<file path="config.mk">
export PLATFORM = sky130hd
export DESIGN_NAME = operand_issue_stage
export DESIGN_NICKNAME = d
export VERILOG_FILES = /design/src/rtl/operand_issue_stage_pkg.sv /design/src/rtl/reg_file_8x16.sv /design/src/rtl/operand_issue_stage.sv
export SDC_FILE = /design/constraint.sdc
export NUM_CORES = 1
export LEC_CHECK = 0
export ABC_AREA = 1
export ABC_CLOCK_PERIOD_IN_PS = 2400
export CELL_PAD_IN_SITES_DETAIL_PLACEMENT = 0
export CELL_PAD_IN_SITES_GLOBAL_PLACEMENT = 1
export CORE_ASPECT_RATIO = 0.9
export CORE_MARGIN = 3
export CORE_UTILIZATION = 42
export CTS_CLUSTER_SIZE = 30
export DETAILED_ROUTE_END_ITERATION = 16
export PLACE_DENSITY_LB_ADDON = 0.08
export SYNTH_ARGS = -nofsm -noshare
export SYNTH_HDL_FRONTEND = slang
export SYNTH_SLANG_ARGS = --single-unit
</file>
<file path="constraint.sdc">
create_clock -name clk -period 2.4 [get_ports clk]
set_input_delay 0.48 -clock clk [delete_from_list [all_inputs] [get_ports clk]]
set_output_delay 0.48 -clock clk [all_outputs]
set_load 0.02 [all_outputs]
</file>
<file path="src/rtl/operand_issue_stage_pkg.sv">
// Shared widths, ALU command codes, opcode map and instruction field positions
// for the operand issue stage and its register file.
package operand_issue_stage_pkg;

    localparam int WORD_LEN     = 16;
    localparam int REG_COUNT    = 8;
    localparam int REG_ADDR_LEN = 3;
    localparam int EXE_CMD_LEN  = 4;
    localparam int IMM_LEN      = 6;

    localparam logic [EXE_CMD_LEN-1:0] EXE_ADD = 4'd0;
    localparam logic [EXE_CMD_LEN-1:0] EXE_SUB = 4'd1;
    localparam logic [EXE_CMD_LEN-1:0] EXE_AND = 4'd2;
    localparam logic [EXE_CMD_LEN-1:0] EXE_OR  = 4'd3;
    localparam logic [EXE_CMD_LEN-1:0] EXE_XOR = 4'd4;
    localparam logic [EXE_CMD_LEN-1:0] EXE_SLL = 4'd5;
    localparam logic [EXE_CMD_LEN-1:0] EXE_SRL = 4'd6;

    typedef enum logic [3:0] {
        OP_ADD  = 4'h0,
        OP_SUB  = 4'h1,
        OP_AND  = 4'h2,
        OP_OR   = 4'h3,
        OP_XOR  = 4'h4,
        OP_SLL  = 4'h5,
        OP_SRL  = 4'h6,
        OP_ADDI = 4'h8,
        OP_SLLI = 4'h9,
        OP_SRLI = 4'hA,
        OP_NOP  = 4'hF
    } opcode_t;

    localparam int OPC_LSB = 12;
    localparam int RD_LSB  = 9;
    localparam int RS1_LSB = 6;
    localparam int RS2_LSB = 3;
    localparam int IMM_LSB = 0;

    function automatic logic [WORD_LEN-1:0] sext_imm(input logic [IMM_LEN-1:0] imm);
        return {{(WORD_LEN-IMM_LEN){imm[IMM_LEN-1]}}, imm};
    endfunction

    function automatic logic [WORD_LEN-1:0] zext_imm(input logic [IMM_LEN-1:0] imm);
        return {{(WORD_LEN-IMM_LEN){1'b0}}, imm};
    endfunction

endpackage

</file>
<file path="src/rtl/reg_file_8x16.sv">
// 8x16 register file: two async read ports, one sync write port, r0 reads as 0.
// Writes to r0 are dropped; synchronous reset clears every entry.
module reg_file_8x16
    import operand_issue_stage_pkg::*;
(
    input  logic                    clk,
    input  logic                    rst,
    input  logic [REG_ADDR_LEN-1:0] ra1,
    output logic [WORD_LEN-1:0]     rd1,
    input  logic [REG_ADDR_LEN-1:0] ra2,
    output logic [WORD_LEN-1:0]     rd2,
    input  logic                    we,
    input  logic [REG_ADDR_LEN-1:0] wa,
    input  logic [WORD_LEN-1:0]     wd
);

    logic [WORD_LEN-1:0] regs [REG_COUNT];

    always_ff @(posedge clk) begin
        if (rst) begin
            for (int i = 0; i < REG_COUNT; i++) regs[i] <= '0;
        end else if (we && wa != '0) begin
            regs[wa] <= wd;
        end
    end

    assign rd1 = (ra1 == '0) ? '0 : regs[ra1];
    assign rd2 = (ra2 == '0) ? '0 : regs[ra2];

endmodule

</file>
<file path="src/rtl/operand_issue_stage.sv">
// Decode + operand fetch with EX->ID and writeback forwarding, registering ALU inputs.
// Latency 1 cycle; stall holds the EXE register, flush (dominant) inserts a bubble.
module operand_issue_stage
    import operand_issue_stage_pkg::*;
(
    input  logic                    clk,
    input  logic                    rst,
    input  logic                    instr_valid,
    input  logic [15:0]             instr,
    input  logic                    stall,
    input  logic                    flush,
    input  logic [WORD_LEN-1:0]     alu_result,
    input  logic                    wb_en,
    input  logic [REG_ADDR_LEN-1:0] wb_rd,
    input  logic [WORD_LEN-1:0]     wb_data,
    output logic [WORD_LEN-1:0]     ALUa,
    output logic [WORD_LEN-1:0]     ALUb,
    output logic [EXE_CMD_LEN-1:0]  EXE_CMD,
    output logic                    exe_valid,
    output logic [REG_ADDR_LEN-1:0] exe_rd,
    output logic                    exe_wen,
    output logic                    illegal
);

    opcode_t                 opc;
    logic [REG_ADDR_LEN-1:0] rd, rs1, rs2;
    logic [IMM_LEN-1:0]      imm6;
    logic [WORD_LEN-1:0]     rf_rd1, rf_rd2, opa, opb, b_imm;
    logic [EXE_CMD_LEN-1:0]  cmd;
    logic                    legal, use_imm, is_nop;

    assign opc  = opcode_t'(instr[OPC_LSB +: 4]);
    assign rd   = instr[RD_LSB  +: REG_ADDR_LEN];
    assign rs1  = instr[RS1_LSB +: REG_ADDR_LEN];
    assign rs2  = instr[RS2_LSB +: REG_ADDR_LEN];
    assign imm6 = instr[IMM_LSB +: IMM_LEN];

    reg_file_8x16 u_rf (
        .clk (clk),
        .rst (rst),
        .ra1 (rs1),
        .rd1 (rf_rd1),
        .ra2 (rs2),
        .rd2 (rf_rd2),
        .we  (wb_en),
        .wa  (wb_rd),
        .wd  (wb_data)
    );

    // EX forward beats the same-cycle writeback because it is the younger value.
    function automatic logic [WORD_LEN-1:0] pick_operand(
        input logic [REG_ADDR_LEN-1:0] rs,
        input logic [WORD_LEN-1:0]     rf_val,
        input logic                    ex_hit_en,
        input logic [REG_ADDR_LEN-1:0] ex_rd,
        input logic [WORD_LEN-1:0]     ex_val,
        input logic                    w_en,
        input logic [REG_ADDR_LEN-1:0] w_rd,
        input logic [WORD_LEN-1:0]     w_val
    );
        if (rs == '0)                    return '0;
        else if (ex_hit_en && ex_rd == rs) return ex_val;
        else if (w_en && w_rd == rs)     return w_val;
        else                             return rf_val;
    endfunction

    assign opa = pick_operand(rs1, rf_rd1, exe_wen && !stall, exe_rd, alu_result,
                              wb_en, wb_rd, wb_data);
    assign opb = pick_operand(rs2, rf_rd2, exe_wen && !stall, exe_rd, alu_result,
                              wb_en, wb_rd, wb_data);

    always_comb begin
        legal   = 1'b1;
        use_imm = 1'b0;
        is_nop  = 1'b0;
        cmd     = EXE_ADD;
        b_imm   = '0;
        case (opc)
            OP_ADD:  cmd = EXE_ADD;
            OP_SUB:  cmd = EXE_SUB;
            OP_AND:  cmd = EXE_AND;
            OP_OR:   cmd = EXE_OR;
            OP_XOR:  cmd = EXE_XOR;
            OP_SLL:  cmd = EXE_SLL;
            OP_SRL:  cmd = EXE_SRL;
            OP_ADDI: begin cmd = EXE_ADD; use_imm = 1'b1; b_imm = sext_imm(imm6); end
            OP_SLLI: begin cmd = EXE_SLL; use_imm = 1'b1; b_imm = zext_imm(imm6); end
            OP_SRLI: begin cmd = EXE_SRL; use_imm = 1'b1; b_imm = zext_imm(imm6); end
            OP_NOP:  is_nop = 1'b1;
            default: legal = 1'b0;
        endcase
    end

    always_ff @(posedge clk) begin
        if (rst) begin
            ALUa      <= '0;
            ALUb      <= '0;
            EXE_CMD   <= EXE_ADD;
            exe_valid <= 1'b0;
            exe_rd    <= '0;
            exe_wen   <= 1'b0;
            illegal   <= 1'b0;
        end else begin
            illegal <= instr_valid && !stall && !flush && !legal;
            if (flush || (!stall && !(instr_valid && legal))) begin
                ALUa      <= '0;
                ALUb      <= '0;
                EXE_CMD   <= EXE_ADD;
                exe_valid <= 1'b0;
                exe_rd    <= '0;
                exe_wen   <= 1'b0;
            end else if (!stall) begin
                ALUa      <= is_nop ? '0 : opa;
                ALUb      <= is_nop ? '0 : (use_imm ? b_imm : opb);
                EXE_CMD   <= cmd;
                exe_valid <= 1'b1;
                exe_rd    <= is_nop ? '0 : rd;
                exe_wen   <= !is_nop && rd != '0;
            end
        end
    end

endmodule

</file>
==> images/sizes.png <==
Scale: 1.5 px per um.
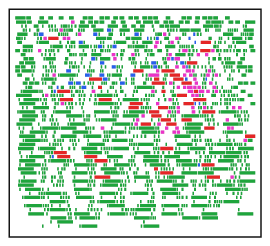
| colour | size | cells | share |
|---|---|---|---|
| green | _0 and _1 cells | 1317 | 89% |
| blue | _2 cells | 37 | 2.5% |
| magenta | _3 and _4 cells | 79 | 5.4% |
| red | _6 and larger | 43 | 2.9% |
synthesis-to-layout area growth: 24.6%
final worst setup slack: 420 ps

==> qor.yml <==
min_to: "ALUa[1]$_SDFFE_PP0N_"
overflow: 0
ys_cells: 1328
grt_antenna_before_repair: 0
clock.fmax_mhz: 505
synth-seq-cells: 169
fp_util_pct: 43.1
stdcell_area_um2: 12200
grt_pass1_wl_mm: 51.9
cellPowerDensity_nw_per_um2: 606
most_common_cell: "nand2_1"
cp-end-kind: "output pin"
drv_slew: 0
drive_gt1_share_pct: 10.8
rsz0062_at_grt: "no"
ys_sh_adder_pct: 0
track_usage_pct: 26.9
power.leakage_nw: 5.37
yosys.area.top_type_share_pct: 39.3
port_buffers: 97
mux_area_share_pct: 0
cts_tree: "done"
wl_mm: 34.0
postCtsHoldBufs: 0
crit_buf_inv: 1
whs_ps: 466
pin_count: 99
clk_latency_ps: 430
reg2regPathDepth: 11
ys_top_cells_by_count: "nand2_1 (513), nand3_1 (208), nor2_1 (136)"
start_kind: "flip-flop"
wl_per_cell_um: 19.2
synthCells: 1328
edf_count: 128
dp_slack_ps: 18.1
simple_gate_share_pct: 39.1
dpl_cell_area_um2: 11600
final_cells: 1773
cp_slowest_cell: "clkdlybuf4s50_1"
vias: 9466
min_path_type: "reg -> reg"
place_inst: 1741
dpl.hpwl_mm: 22.6
status: "completed"
final_util_pct: 53.7
drt_iter0_drc: 929
min_path_cells: 2
xor_share_pct: 0
logic_family: "simple AND/OR/NAND/NOR gates"
htree_levels: 4
post-cts-setup-buffers: 0
cp_slowest_stage_delay_ps: 640
yosys.area.top_type: "edfxtp_1"
finalCritPeriodShare_pct: 82.5
critPathMaxFanout: 6
flop_cell: "edfxtp_1"
via_per_inst: 5.34
drv_cap: 0
min_period_ps: 1980
synthArstFlopShare_pct: 0
warnings: 26
reg2reg_to: "ALUb[8]$_SDFFE_PP0N_"
r2r_setup_slack_ps: 750
setup_viol_count_final: 0
crit_chain: "clkdlybuf4s50_1"
clkTransAtPathRegs_ps: 70
first_pass_iters: 5
finalPower_mw: 7.39
antenna_left: 0
layout.nets: 1520
die_area_um2: 25200
timing.rr.start: "exe_rd[2]$_SDFFE_PP0N_"
hp-start: "ALUa[1]$_SDFFE_PP0N_"
cts.root.buffer_cell: "clkbuf_16"
yosys_warnings: 0
std_cell_rows: 52
cts_made_buffers: 17
topCellsByArea: "edfxtp_1 (39%), nand2_1 (20%), nand3_1 (11%)"
synthAoiAreaFrac_pct: 5.43
crit_family: "buffers and inverters"
syn_area_um2: 9790
setup_tns_ps: 0
path_class: "reg -> out"
yosysChipArea_um2: 9790
netlist-cell-type-count: 37
synth_seq_share_pct: 47.7
hold_violations: 0
cts.sinks: 169
place.gp.congestion: 0.860
fin_skew_ps: 10.4
syn_avg_cell_area_um2: 7.37
critical_path_required_ps: 1920
ctsResizeCount: 0
cts_buffer_depth: 2
crit_arrival_ps: 1500
num_antenna_cells: 0
first_global_vias: 8919
drc_errors: 0
grt_max_degree: 50
==> images/power_grid.png <==
Scale: 3 px per um. Pins as bars on the die edge.
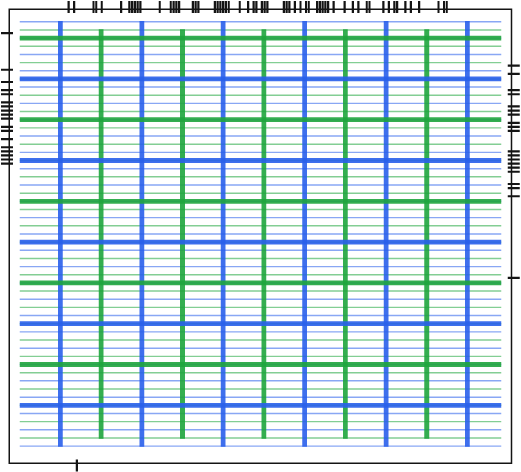
| colour | net |
|---|---|
| blue | VSS |
| green | VDD |
met4 straps: 11
rows: 52
met1 rails: 53
Die Width: 167 um
VDD IR max: 362 uV
Die Span Y: 151 um
CORE AREA: 22700 um^2

## where the power goes
part	switching, mW	internal, mW
registers	0.0836	3.31
clock network	1.24	1.43
logic	0.827	0.492
total	2.15	5.23
## routing by layer
layer  up-vias  track usage [%]  part of all wire, %
met5         -                0                    0
li1       4568                -                    -
met2       367             44.6                   47
met4         0             8.16                  2.5
met1      4468             36.9                   44
met3        63             3.97                  6.3
## layout by cell type, fill, tap and decap left out, types with 4 or more instances in the layout
cell type and instances:
nor2_1 136, o211ai_1 6, nand3b_1 16, inv_6 4, clkdlybuf4s50_1 95, inv_1 77, nand2_1 513, buf_4 68
nand3_1 207, a21oi_1 36, nand3_2 11, clkbuf_16 17, clkinv_1 4, buf_12 19, edfxtp_1 128, a21oi_2 10
o21ai_0 30, dfxtp_1 41, conb_1 17, inv_2 6
## layout make-up
cell class                 instances  area [um^2]
tap                              297          372
sequential                       169         4660
inverter                          87          332
timing repair buffer             184         1850
multi-input combinational       1004         4430
clock inverter                    14          119
clock buffer                      18          429
fill                            2236        10500
## state kept, by name, indices dropped and copies added, names as in the netlist
signal     flops
illegal        1
exe_valid      1
exe_wen        1
ALUa          16
ALUb          16
EXE_CMD        3
exe_rd         3
u_rf.regs    128
## worst max path at each step
stage	startpoint	endpoint	slack, ps	cells after the start
finish	exe_rd[1]$_SDFFE_PP0N_	exe_rd[1]	420	1
global route	instr[7]	ALUa[3]$_SDFFE_PP0N_	310	8
CTS	exe_rd[1]$_SDFFE_PP0N_	exe_rd[1]	400	1
detailed placement	instr[4]	ALUb[8]$_SDFFE_PP0N_	20	14
global placement	instr[4]	ALUb[8]$_SDFFE_PP0N_	50	14
floorplan	rst	u_rf.regs[1][0]$_SDFFCE_PN0P_	370	6
Power and IR drop assume default switching activity.
